## src/rtl/disp_scan_ctrl.sv

```systemverilog
// Scan controller for a 4-digit multiplexed display: prescaled digit select,
// double-buffered nibbles, blanking guard, digit masking and leading-zero suppression.
module disp_scan_ctrl #(
    parameter int unsigned DIV   = 4,
    parameter int unsigned BLANK = 1,
    parameter int unsigned CW    = 16
) (
    input  logic        clk,
    input  logic        reset_n,
    input  logic        load,
    input  logic [15:0] d,
    input  logic        en,
    input  logic [3:0]  digit_mask,
    input  logic        lz_blank,
    output logic [1:0]  sel,
    output logic [3:0]  i3,
    output logic [3:0]  i2,
    output logic [3:0]  i1,
    output logic [3:0]  i0,
    output logic [3:0]  an,
    output logic        frame
);

    localparam logic [CW-1:0] CNT_LAST  = CW'(DIV - 1);
    localparam logic [CW-1:0] CNT_GUARD = CW'(BLANK);

    logic [CW-1:0] cnt;
    logic [15:0]   pending;
    logic          pend_v;
    logic [15:0]   disp;
    logic          slot_end;
    logic          boundary;
    logic [3:0]    nz;
    logic [3:0]    visible;

    assign slot_end = en && (cnt == CNT_LAST);
    assign boundary = slot_end && (sel == 2'd3);

    // Prescaler, digit select, double buffer and frame pulse.
    always_ff @(posedge clk) begin
        if (!reset_n) begin
            cnt     <= '0;
            sel     <= 2'd0;
            pending <= 16'h0000;
            pend_v  <= 1'b0;
            disp    <= 16'h0000;
            frame   <= 1'b0;
        end else begin
            frame <= boundary;
            if (en) begin
                if (slot_end) begin
                    cnt <= '0;
                    sel <= sel + 2'd1;
                end else begin
                    cnt <= cnt + CW'(1);
                end
            end
            // Swap takes the pre-edge pending value; a same-cycle load refills it.
            if (boundary && pend_v) begin
                disp   <= pending;
                pend_v <= 1'b0;
            end
            if (load) begin
                pending <= d;
                pend_v  <= 1'b1;
            end
        end
    end

    assign i3 = disp[15:12];
    assign i2 = disp[11:8];
    assign i1 = disp[7:4];
    assign i0 = disp[3:0];

    // A digit survives leading-zero suppression if it or any higher digit is nonzero.
    assign nz = {|disp[15:12], |disp[11:8], |disp[7:4], |disp[3:0]};

    always_comb begin
        visible = 4'b1111;
        if (lz_blank) begin
            visible[3] = nz[3];
            visible[2] = nz[3] | nz[2];
            visible[1] = nz[3] | nz[2] | nz[1];
            visible[0] = 1'b1;
        end
    end

    always_comb begin
        an = 4'b1111;
        if (en && (cnt >= CNT_GUARD) && digit_mask[sel] && visible[sel]) begin
            an[sel] = 1'b0;
        end
    end

endmodule

```

## config.mk

```make
export PLATFORM = sky130hd
export DESIGN_NAME = disp_scan_ctrl
export DESIGN_NICKNAME = d
export VERILOG_FILES = /design/src/rtl/disp_scan_ctrl.sv
export SDC_FILE = /design/constraint.sdc
export NUM_CORES = 1
export LEC_CHECK = 0
export CAP_MARGIN = 20
export CORE_UTILIZATION = 50
export DETAILED_ROUTE_END_ITERATION = 12
export GPL_TIMING_DRIVEN = 0
export PLACE_DENSITY_LB_ADDON = 0.2
export SETUP_SLACK_MARGIN = 0.2
export SLEW_MARGIN = 20
export SYNTH_ARGS = -nofsm -noshare
export SYNTH_HDL_FRONTEND = slang
export SYNTH_SLANG_ARGS = --single-unit
```

## constraint.sdc

```tcl
create_clock -name clk -period 2.7 [get_ports clk]
set_input_delay 0.27 -clock clk [delete_from_list [all_inputs] [get_ports clk]]
set_output_delay 0.27 -clock clk [all_outputs]
set_load 0.05 [all_outputs]
```

==> out/results.env, run 1 <==
CLK-POWER_uW=561
POWER_FRAC_SEQ=0.542
LEAKAGEPOWER_nW=1.10
SYNTH.LOGIC.TOP_FAMILY='simple AND/OR/NAND/NOR gates'
SYNTH.NET_COUNT=286
FILL_CELLS=361
CTSRESIZECOUNT=24
TIMING.CRITICAL_PATH.ARRIVAL_NS=2.10
WL_MM=5.27
WIRE_LENGTH_OF_THE_FIRST_GLOBAL_ROUTING_PASS_MM=8.71
DIEAREA_SQ_MM=0.00490
DRTPASS1ITERATIONS=4
SYNTH_ADDER_AREA_SHARE=0.0379
POST_SYNTH_AO_OA_AREA_FRACTION=0.0986
SYNTH-SIMPLE-AREA-SHARE=0.232
REQUIRED_NS=2.43
HOLD_VIOL_FINAL=0
SYNTHMOSTINSTANTIATEDCELL='sky130_fd_sc_hd__dfxtp_1'
FMAXACHIEVABLE_MHz=422
SYNTHMUXAREASHARE=0.0791
CP_NUM_BUF_INV=1
CHIPWIDTH_UM=70.0
HOLD_START='disp[2]'
FINAL.SETUP_SKEW_NS=0.00966
SYNTH_CELL_TYPES=33
POST_SYNTH_EDFFS=0
ROUTE.DETAILED.VIAS_PER_INST=5.65
CPLARGESTDELAYFAMILY='simple AND/OR/NAND/NOR gates'
RR_ENDPOINT='disp[4]'
CTS_TREE='done'
FINAL-SETUP-VIOL-COUNT=0
NUMBER_OF_ANTENNA_VIOLATIONS_AT_THE_FIRST_CHECK_IN_GLOBAL_ROUTING=0
CLOCK_SINK_COUNT=52
FINAL_MIN_PERIOD_OVER_CLOCK_PERIOD=0.878
NUM_IO_PINS=48
TIGHTESTPINTRANSITION_NS=0.686
POSTSYNTHSEQSHARE=0.451
CRITICAL_PATH_CELL_COUNT=5
CRIT_PATH_START='cnt[7]'
SYNTH.YOSYS.NUM_CELLS=254
NETLIST_TOP_CELLS_AREA='sky130_fd_sc_hd__dfxtp_1, sky130_fd_sc_hd__mux2i_1, sky130_fd_sc_hd__nand4_1, sky130_fd_sc_hd__nor2_1, sky130_fd_sc_hd__a21oi_1'
WORSTSETUPENDPOINT='an[3]'
LAYOUT_TOP_REGISTERS='cnt: 16 flops, disp: 16 flops, pending: 16 flops'
CLOCKBUFFERDEPTH=2
SYNTH.AVG_CELL_AREA_SQ_UM=9.09
POWER-TOP-GROUP='sequential cells'
SYNTHESIS.AREA_SQ_MM=0.00231
ASYNC_S_R_FF_SHARE_SYNTH=0
SETUP.WORST_PATH.CLASS='flop to output port'
WORSTSKEWPAIRLATENCY_NS=0.31
SYNTH_FLOP_COUNT=52
HTREE_NUM_LEVELS=2
BUFFER_PORTS.INSERTED=46
DETAIL_ROUTE.DRC_VIOLATIONS=0
POWER.DENSITY_CELL_AREA_mW_PER_MM2=495
GR-TOTAL-OVERFLOW=0
POST-DP-HPWL_MM=3.68
NETLIST.AREA_LEADER.SHARE=0.451
FIN_NETS=340
YS_TOP_CELLS_BY_COUNT='sky130_fd_sc_hd__dfxtp_1, sky130_fd_sc_hd__nor2_1, sky130_fd_sc_hd__nand4_1, sky130_fd_sc_hd__a21oi_1'
HOLDPATHSTAGES=2
POWER_FRAC_CLOCK=0.383
TOP_AREA_CELL='sky130_fd_sc_hd__dfxtp_1'
STATUS='complete, no violations'
SYNTH.YOSYS.WARNINGS=0
P_SWITCHING_uW=321
PRE_CTS_WS_NS=-0.352
PERIOD_NEEDED_NS=2.37
IRDROPWORSTVDD_mV=0.238
HOLD_SLACK_NS=0.480
-- run 1: layout make-up --
type | count | area [sq um] | share of cell area
Buffer | 16 | 86.3 | 0.0291
Clock buffer | 6 | 82.6 | 0.0279
Clock inverter | 2 | 38.8 | 0.0131
Inverter | 9 | 33.8 | 0.0114
Multi-Input combinational cell | 177 | 1160 | 0.391
Sequential cell | 52 | 1040 | 0.351
Tap cell | 52 | 65.1 | 0.0220
Timing Repair Buffer | 47 | 458 | 0.154
-- run 1: metal layers --
| layer | up-vias | track usage | share of wire |
|---|---|---|---|
| li1 | 1020 | - | - |
| met1 | 938 | 0.322 | 0.49 |
| met2 | 72 | 0.326 | 0.44 |
| met3 | 9 | 0.0418 | 0.056 |
| met4 | 0 | 0.0822 | 0.016 |
| met5 | - | 0 | 0 |
Figure 1. Wiring heat map (run 1).
14 x 14 tiles, from black (low) to pale yellow (high), scaled to the fullest tile. Values are wire area over tile area, all layers added.
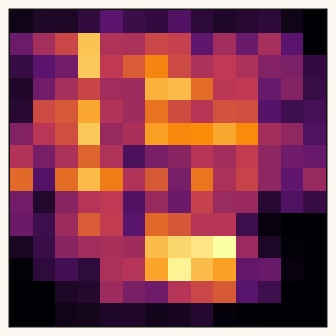
tiles over half the peak: 28%
mean over tiles: 0.17
nearly empty tiles: 9.7%
fullest tile: 0.47
average wire per cell in the routed design: 14.6 um
overall fraction of global-route tracks in use: 0.222

Figure 2. Gate families picked out (run 1).
Scale bar: 20 um.
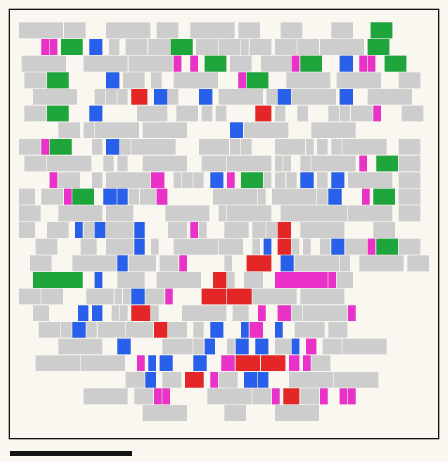
legend:
  nor cells:
    color: magenta
    cells: 39
    where: widely spread
  nand cells:
    color: blue
    cells: 43
  and/or cells:
    color: red
    cells: 14
  mux cells:
    color: green
    cells: 17
most frequently placed logic cell in the final layout: sky130_fd_sc_hd__dfxtp_1
multi-input logic portion of the cell area: 0.391
Layout Cells excl Fill: 361

Figure 3. Cell placement (run 1).
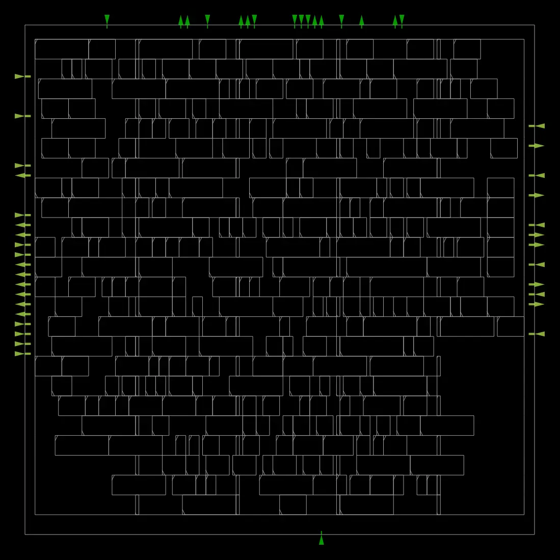
core occupancy in the finished layout: 0.676
# rows: 24
flop count: 52
register share of the cell area: 0.351
Core ar.: 0.00438 sq mm

Figure 4. Clock network drawn from the DEF (run 1).
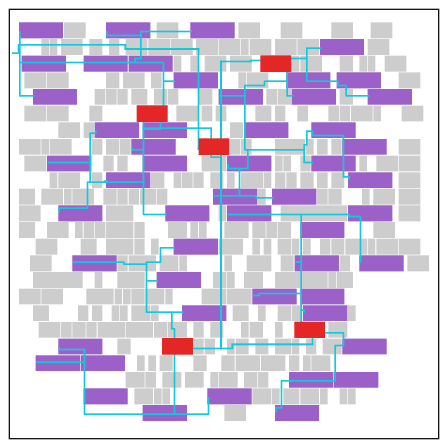

==> run 2: changes to the inputs <==
CTS_CLUSTER_SIZE = 12   (was unset)
SKIP_CTS_REPAIR_TIMING = 1   (was unset)
Figure 5. Clock network drawn from the DEF (run 2).
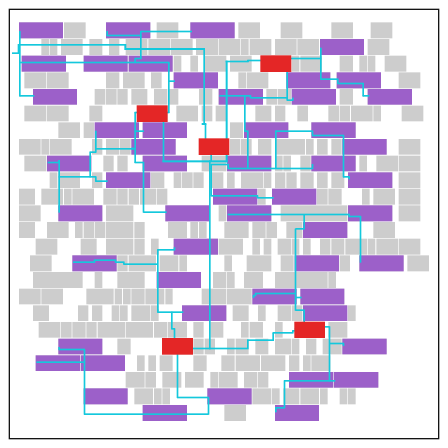
legend:
  flip-flops:
    color: purple
    count: 52
  clock-net drivers:
    color: red
    count: 5
  clock wires:
    color: cyan
    length: 585 um
flops lie: widely spread

Figure 6. Cell placement (run 2).
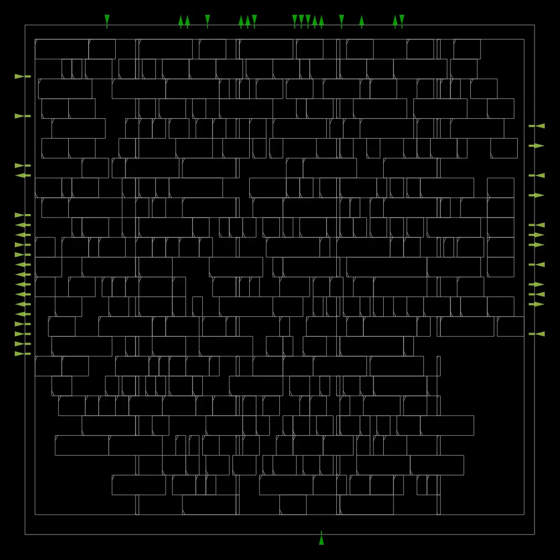
fill cell count: 360
# Taps: 52

Figure 7. Wiring heat map (run 2).
14 x 14 tiles, from black (low) to pale yellow (high), scaled to the fullest tile. Values are wire area over tile area, all layers added.
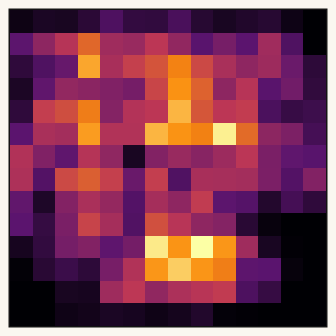
mean over tiles: 0.18
fullest tile: 0.54
tiles over half the peak: 19%
nearly empty tiles: 10%
via count: 2058
Detailed Route WL: 5.35 mm
overall fraction of global-route tracks in use: 0.223
average wire per cell in the routed design: 14.8 um

==> run 2 against run 1 <==
Net effect:
- largest cell class unchanged
- count of clock-buffer cells in the layout unchanged
- synthesized area unchanged
- first-iteration DRC count increased by 2.0%
- routed wire length increased by 1.7%
- highest routed layer unchanged
==> out/results.env, run 2 <==
STATUS='complete, no violations'
COMB_AREA_FRAC=0.391
FMAXACHIEVABLE_MHz=412
REQUIRED_NS=2.43
CHIPWIDTH_UM=70.0
NUMBER_OF_ANTENNA_VIOLATIONS_AT_THE_FIRST_CHECK_IN_GLOBAL_ROUTING=0
CRITICAL_PATH_CELL_COUNT=5
HOLD_SLACK_NS=0.481
POWER.DENSITY_CELL_AREA_mW_PER_MM2=496
SYNTHMOSTINSTANTIATEDCELL='sky130_fd_sc_hd__dfxtp_1'
NETLIST.AREA_LEADER.SHARE=0.451
FIN_NETS=340
CLOCKBUFFERDEPTH=2
SYNTH-SIMPLE-AREA-SHARE=0.232
FINAL_MIN_PERIOD_OVER_CLOCK_PERIOD=0.898
WORSTSETUPENDPOINT='an[1]'
SYNTH.AVG_CELL_AREA_SQ_UM=9.09
TOP_AREA_CELL='sky130_fd_sc_hd__dfxtp_1'
FINAL-SETUP-VIOL-COUNT=0
YS_TOP_CELLS_BY_COUNT='sky130_fd_sc_hd__dfxtp_1, sky130_fd_sc_hd__nor2_1, sky130_fd_sc_hd__nand4_1, sky130_fd_sc_hd__a21oi_1'
SYNTHMUXAREASHARE=0.0791
CPLARGESTDELAYFAMILY='simple AND/OR/NAND/NOR gates'
CLOCKNETWORKAREASHARE=0.0409
SYNTH_CELL_TYPES=33
MI_LOGIC_AREA_SQ_MM=0.00116
HTREE_NUM_LEVELS=2
CTS_TREE='done'
COMB_CELLS=177
SEQUENTIAL_CELL_TOTAL=52
TIGHTESTPINTRANSITION_NS=0.682
SYNTH.NET_COUNT=286
ROWS=24
POST_SYNTH_EDFFS=0
DRTPASS1ITERATIONS=4
TOP_AREA_CELL_CLASS='logic gates'
SYNTH.YOSYS.WARNINGS=0
FINAL.SETUP_SKEW_NS=0.0103
CLOCK_SINK_COUNT=52
POST-DP-HPWL_MM=3.68
ROUTE.DETAILED.VIAS_PER_INST=5.70
LAYOUT_TOP_REGISTERS='cnt: 16 flops, disp: 16 flops, pending: 16 flops'
CRIT_PATH_START='cnt[5]'
NUM_IO_PINS=48
PLACEABLECOREAREA_SQ_MM=0.00438
POST_SYNTH_AO_OA_AREA_FRACTION=0.0986
PRE_CTS_WS_NS=-0.352
PERIOD_NEEDED_NS=2.42
LEAKAGEPOWER_nW=1.10
==> run 2: cell count changes in the layout (fill, tap and decap cells not counted), sizes merged <==
cell    change
clkbuf      +2
buf         -2
==> run 2: kinds of logic after synthesis <==
logic type,after synthesis
and+or+nand+nor,96
DFF,52
AOI/OAI and AO/OA,44
buffers and inverters,25
muxes,17
xor gates and xnor gates,13
adders and majority gates,7
==> run 2: power by group <==
group          switching [mW]  internal, mW
combinational          0.0519        0.0586
sequential             0.0116         0.784
clock                   0.260         0.303
total                   0.324          1.15
==> run 2: routing by layer <==
layer  global-route usage  wire length [um]
met4               0.0800                87
met1                0.323              2500
met3               0.0462               336
met5                    0                 0
met2                0.326              2430
Power is estimated from default activity; no workload was simulated.
